Wire density map:
Bar = 20 um. The die is cut into 22 by 22 equal tiles; black is low, pale yellow is high, scaled to the fullest tile. Values are wire area over tile area, all layers added.
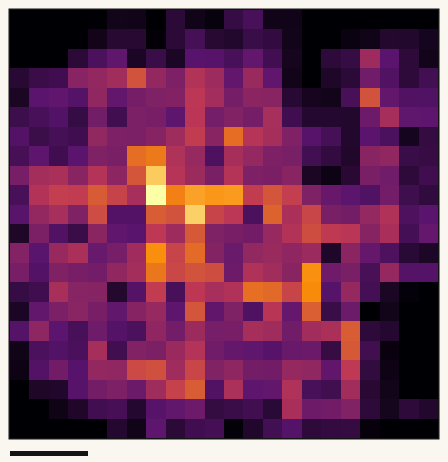
Cells coloured by class:
Fill, decap, tap and diode cells in grey.
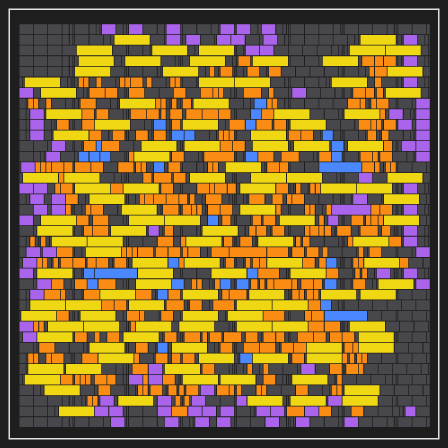
Cell outlines without signal wires:
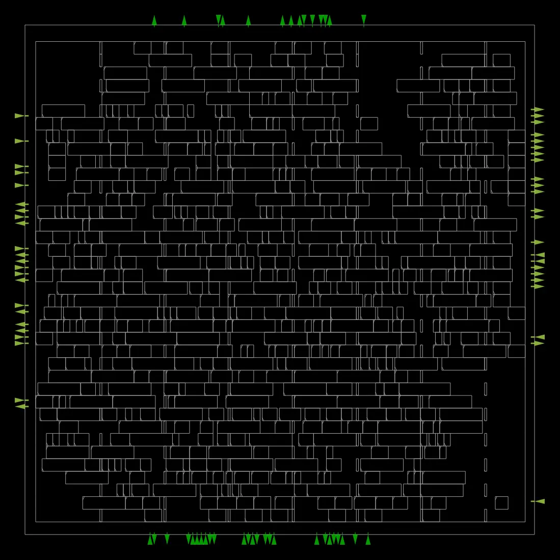
Sequential cells grouped by signal name:
Other sequential cells in the stronger grey, the rest of the logic in the fainter grey.
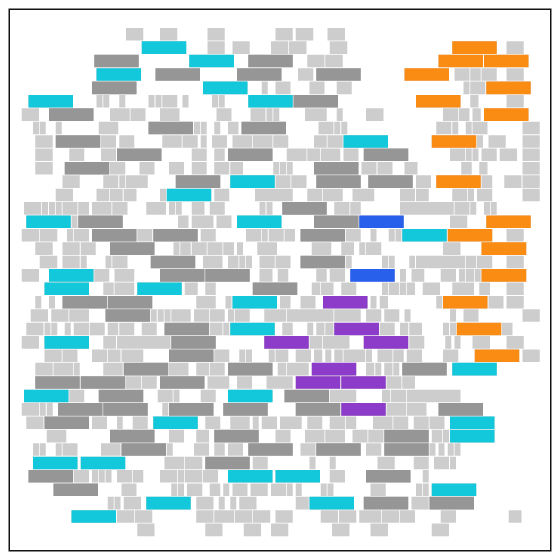
A small window of the routed layout:
Bar = 20 um. Window x 2 to 52, y 2 to 52 um. Cells in grey, sequential cells in the stronger grey; small squares are vias.
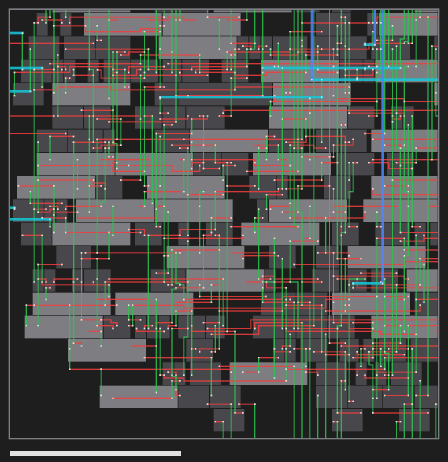
==> src/rtl/chan_512_coef_pkg.sv <==
// rtl/chan_512_coef_pkg.sv - shared types and field constants for the FIR coefficient loader
package chan_512_coef_pkg;

  localparam int COEF_W    = 16;
  localparam int WORD_W    = 32;
  localparam int TAP_A_MSB = 31;
  localparam int TAP_A_LSB = 16;
  localparam int TAP_B_MSB = 15;
  localparam int TAP_B_LSB = 0;

  typedef enum logic [1:0] {
    IDLE   = 2'd0,
    SETTLE = 2'd1,
    ARMED  = 2'd2
  } coef_state_e;

endpackage

==> src/rtl/chan_512_word_stable_detect.sv <==
// rtl/chan_512_word_stable_detect.sv - flags when a word has held still for STABLE_CYCLES cycles
module chan_512_word_stable_detect
  import chan_512_coef_pkg::*;
#(
  parameter int STABLE_CYCLES = 4
) (
  input  logic              clk,
  input  logic              rst_n,
  input  logic [WORD_W-1:0] data,
  input  logic              run,
  output logic              stable,
  output logic              changed
);

  localparam logic [7:0] LAST_CNT = 8'(STABLE_CYCLES - 1);

  logic [WORD_W-1:0] reg_q;
  logic [7:0]        cnt;

  assign changed = (data != reg_q);
  assign stable  = run && !changed && (cnt == LAST_CNT);

  // The counter only advances while the owner is settling; any other state parks it at zero.
  always_ff @(posedge clk or negedge rst_n) begin
    if (!rst_n) begin
      reg_q <= '0;
      cnt   <= '0;
    end else begin
      reg_q <= data;
      if (!run || changed) begin
        cnt <= '0;
      end else begin
        cnt <= cnt + 8'd1;
      end
    end
  end

endmodule

==> src/rtl/chan_512_fir_coef_loader.sv <==
// rtl/chan_512_fir_coef_loader.sv - debounces a software tap-pair word and commits it on frame sync
module chan_512_fir_coef_loader
  import chan_512_coef_pkg::*;
#(
  parameter int                STABLE_CYCLES = 4,
  parameter logic [WORD_W-1:0] RESET_COEF    = 32'h0000_0000
) (
  input  logic              user_clk,
  input  logic              user_rst_n,
  input  logic [WORD_W-1:0] reg_data,
  input  logic              sync_in,
  output logic [COEF_W-1:0] coef_a,
  output logic [COEF_W-1:0] coef_b,
  output logic              update_pulse,
  output logic              pending,
  output logic [15:0]       update_count
);

  coef_state_e       state;
  coef_state_e       state_next;
  logic [WORD_W-1:0] shadow;
  logic [WORD_W-1:0] active;
  logic              run;
  logic              stable;
  logic              changed;
  logic              capture;
  logic              commit;

  assign run = (state == SETTLE);

  chan_512_word_stable_detect #(
    .STABLE_CYCLES(STABLE_CYCLES)
  ) u_stable (
    .clk     (user_clk),
    .rst_n   (user_rst_n),
    .data    (reg_data),
    .run     (run),
    .stable  (stable),
    .changed (changed)
  );

  always_comb begin
    state_next = state;
    capture    = 1'b0;
    commit     = 1'b0;
    case (state)
      IDLE: begin
        if (reg_data != active) state_next = SETTLE;
      end
      SETTLE: begin
        // A restore of the committed word wins over capture so nothing redundant is committed.
        if (!changed && (reg_data == active)) begin
          state_next = IDLE;
        end else if (stable) begin
          capture    = 1'b1;
          state_next = ARMED;
        end
      end
      ARMED: begin
        if (sync_in) begin
          commit     = 1'b1;
          state_next = (reg_data == shadow) ? IDLE : SETTLE;
        end else if (reg_data != shadow) begin
          state_next = SETTLE;
        end
      end
      default: state_next = IDLE;
    endcase
  end

  always_ff @(posedge user_clk or negedge user_rst_n) begin
    if (!user_rst_n) begin
      state        <= IDLE;
      shadow       <= RESET_COEF;
      active       <= RESET_COEF;
      update_pulse <= 1'b0;
      update_count <= '0;
    end else begin
      state        <= state_next;
      update_pulse <= commit;
      if (capture) shadow <= reg_data;
      if (commit) begin
        active       <= shadow;
        update_count <= update_count + 16'd1;
      end
    end
  end

  assign coef_a  = active[TAP_A_MSB:TAP_A_LSB];
  assign coef_b  = active[TAP_B_MSB:TAP_B_LSB];
  assign pending = (state != IDLE);

endmodule

==> config.mk <==
export PLATFORM = sky130hd
export DESIGN_NAME = chan_512_fir_coef_loader
export DESIGN_NICKNAME = d
export VERILOG_FILES = /design/src/rtl/chan_512_coef_pkg.sv /design/src/rtl/chan_512_word_stable_detect.sv /design/src/rtl/chan_512_fir_coef_loader.sv
export SDC_FILE = /design/constraint.sdc
export NUM_CORES = 1
export LEC_CHECK = 0
export ABC_CLOCK_PERIOD_IN_PS = 7900
export CAP_MARGIN = 20
export CORE_MARGIN = 2
export CORE_UTILIZATION = 50
export CTS_BUF_LIST = sky130_fd_sc_hd__clkbuf_4
export CTS_CLUSTER_SIZE = 28
export DETAILED_ROUTE_END_ITERATION = 8
export PLACE_DENSITY = 0.74
export SYNTH_ARGS = -nofsm -noshare
export SYNTH_HDL_FRONTEND = slang
export SYNTH_HIERARCHICAL = 1
export SYNTH_SLANG_ARGS = --single-unit
==> constraint.sdc <==
create_clock -name user_clk -period 7.9 [get_ports user_clk]
set_input_delay 2.37 -clock user_clk [delete_from_list [all_inputs] [get_ports user_clk]]
set_output_delay 2.37 -clock user_clk [all_outputs]
set_load 0.02 [all_outputs]
==> notes.org <==
#+TITLE: Synthesis and PnR summary

** Route
- Per the detail_route report, the via count comes to 3786.
- The first TritonRoute pass finished after 4 iterations.
- Number of nets with antenna violations after routing :: 0
- In this run, the number of DRC markers left after iteration 0 of detailed routing was 217.
- Metal3 WL :: 567 um
- DRC errors left :: 0

** Worst setup path
- The worst setup path is of the in -> reg kind.
- The critical path crosses 8 cells after its start point.
- CP cell instances :: clkdlybuf4s50_1 > xor2_1 > nor4_2 > nand4_2 > or2_1 > o311ai_4 > buf_4 > mux2_2
- Per the timing report, the most critical flop-to-flop path originates at u_stable/reg_q[25].
- Path depth of the worst reg2reg path :: 7
- Required time at the endpoint of the critical path :: 8.27 ns
- Endpoint arrival time on the critical path :: 5.97 ns
- The largest single stage delay on the critical path is 0.85 ns.
- Per the timing report, the biggest fanout along the worst path comes to 17.
- According to the timing report, the critical path is captured at shadow[1].
- Top delay family on crit path :: simple AND/OR/NAND/NOR gates
- The worst setup path is launched from an input port.
- Combined buffer and inverter count along the critical path :: 2
- The capture point of the worst register-to-register path is recorded as shadow[1].
- Crit-path slowest cell :: sky130_fd_sc_hd__o311ai_4

** Worst hold path
- In this run the most critical hold path is launched from update_count[7].
- Worst hold endpoint :: update_count[7]

** Synthesis
- Per the synthesis report, the number of distinct cell types is 33.
- Total cell area reported by yosys after synthesis :: 0.00558 mm2
- The number of nets handed over by synthesis was 517.
- Per the synth stats, the flop cell with the highest instance count is sky130_fd_sc_hd__dfrtp_1.
- Area fraction in full adders, half adders and majority gates :: 0.448%
- Multiplexer cells account for 6.46% of the synthesized area.
- Of the synthesized area, sequential elements account for 55.2%.
- Area leader, netlist :: sky130_fd_sc_hd__dfrtp_1
- Biggest area cells :: sky130_fd_sc_hd__dfrtp_1, sky130_fd_sc_hd__xor2_1, sky130_fd_sc_hd__nand2_1
- The warning tally printed by Yosys for this design is 6.
- In the synthesized netlist, the number of instances is 480.
- Synthesized registers :: 123
- The post-synth count of flops with an enable pin is 0.
- Area share of the largest cell type after synthesis :: 55.2%
- Top logic family :: XOR/XNOR gates
- Simple-gate share of the synthesized area :: 17.3%
- By count the netlist is led by sky130_fd_sc_hd__dfrtp_1, sky130_fd_sc_hd__nand2_1, sky130_fd_sc_hd__xor2_1.
- Share of async-settable or async-resettable flops after synthesis :: 100%
- Among all cell types in the netlist, the one instantiated most often is sky130_fd_sc_hd__dfrtp_1.
- Post-synthesis cell count from yosys :: 480

** Cells and area
- Comb gate area :: 0.00243 mm2
- Largest registers :: active x32, shadow x32, u_stable/reg_q x32
- Data-path buffer share of cell area in the final layout :: 12.9%
- Counting plain and timing-repair buffers in the layout gives 88.
- Leaving out fill and tap cells, the most frequent cells in the layout are sky130_fd_sc_hd__dfrtp_1, sky130_fd_sc_hd__nand2_1, sky130_fd_sc_hd__xor2_1, sky130_fd_sc_hd__clkdlybuf4s50_1, sky130_fd_sc_hd__mux2_2.
- Inverters, non-clock :: 4
- Net count, final :: 614
- Clock Network Area Fraction :: 4.57%
- Layout cell share with drive strength beyond 1 :: 13.9%
- The final antenna diode tally reported by the flow is 0.

** Global route
- Congestion Overflow GR :: 0
- Global-route wire length before repair :: 20.2 mm
- Global routing put the most usage on met2.
- The via count of the first global-routing pass was 3948.
- Entering global routing, the biggest net connects 79 pins.
- For met1 alone, demand over resource in global routing was 31.4%.

** Placed design
- Number of port buffers :: 84
- DP Worst Slack :: 1.78 ns
- After legalization and detailed placement, the total HPWL measured 8.76 mm.
- Routability Congestion :: 0.831

** Power
- Total power divided by cell area :: 173 mW/mm2
- In this run, power in combinational logic comes to 0.0000777 W.
- In this run the power spent charging and discharging nets is 0.000302 W.
- The script extracted a total leakage power of 3.35 nW.
- Sequential cell fraction of total power :: 53.6%
- Power in the clock group :: 0.000476 W
- The dominant power group in this design is sequential cells.
- Switching share of power :: 25.3%
- The analysis reports a worst IR drop on VDD of 144 uV.

** Flow run
- Number of warning messages in the logs :: 26
- Max Cap Viol :: 0

** Clock network
- Counting along the longest clock path gives a buffer depth of 2.
- The tree is rooted in a sky130_fd_sc_hd__clkbuf_4.
- Total clock buffers created by CTS :: 17
- Hold repair after CTS inserted 0 buffers.
- Later-pin clock latency in the skew report :: 0.50 ns
- Once the clock tree was built, the setup fixing pass inserted 0 buffers.
- The clock net in this run drives a total of 123 sinks.
- Clock-pin slew was measured on the worst setup and hold paths at 0.12 ns.
- Gates resized during post-CTS repair numbered 0.

** STA
- Clock period minus worst slack :: 5.60 ns
- Derived from the worst setup path, the maximum achievable clock frequency is 0.179 GHz.
- Post-layout period usage of the worst path :: 70.8%
- Headroom to the max-slew limit came out at 36.2%.
- Setup repair after global routing left no endpoint under its margin.
- In the final run the clock tree shows a worst skew of 0.0223 ns.
- Pins Over Slew Limit :: 0
- The final hold violation count recorded for this run is 0.
- The last timing report of the flow puts the setup violation total at 0.
- The pin closest to its max-slew limit shows a slew of 0.958 ns.

** Floorplan
- Pre-Place Util :: 51.3%
- Number of top-level pins :: 85
- The horizontal die dimension reported for this design is 110 um.

** Outcome
- Outcome :: finished, final reports clean
Back to the opening pictures, 'wire density map':
The fullest tile reaches 0.57. 11% of the tiles are nearly empty. 11% of the tiles are over half the peak. The mean over all tiles is 0.16. The emptiest ninth of the die: upper right.
detailed-route wire length per cell: 16.6 um
all-layer global routing usage: 22.5%
DRT Wirelength: 12.1 mm

Back to the opening pictures, 'cells coloured by class':
Key: registers = yellow [cells 123, share of their area 46%]; clock drivers and dummy loads = blue [cells 32, share of their area 4.7%]; remaining buffers and delay cells = purple [cells 88, share of their area 13%]; remaining logic cells = orange [cells 347, share of their area 36%]
area of the core: 0.0109 mm2
finished layout cell area: 0.00690 mm2
utilization after layout: 63.4%
register fraction of the total cell area: 44.6%
row cnt: 38

Back to the opening pictures, 'cell outlines without signal wires':
flop count: 123
final instance count without filler cells: 730
tap cells: 140

Back to the opening pictures, 'sequential cells grouped by signal name':
Key: state = blue [placed flops 2]; update_count = orange [placed flops 16]; u_stable/cnt = purple [placed flops 8]; active = cyan [placed flops 32, where spread over the die]
Another 65 sequential cells are not coloured.
power attributed to sequential cells: 0.000641 W
area taken by flip-flops and latches: 0.00308 mm2

Back to the opening pictures, 'a small window of the routed layout':
Key: M4 = blue; M3 = cyan; M1 = red; M2 = green
Sequential cells in the window: 34. Netlist names of flops here include shadow (12), active (11), u_stable/reg_q (10). Most frequent: nand2_1 (35), dfrtp_1 (34), xor2_1 (30). 146 logic cells have their middle in the window.

No activity file was given, so power comes from the tool's default toggle rates.
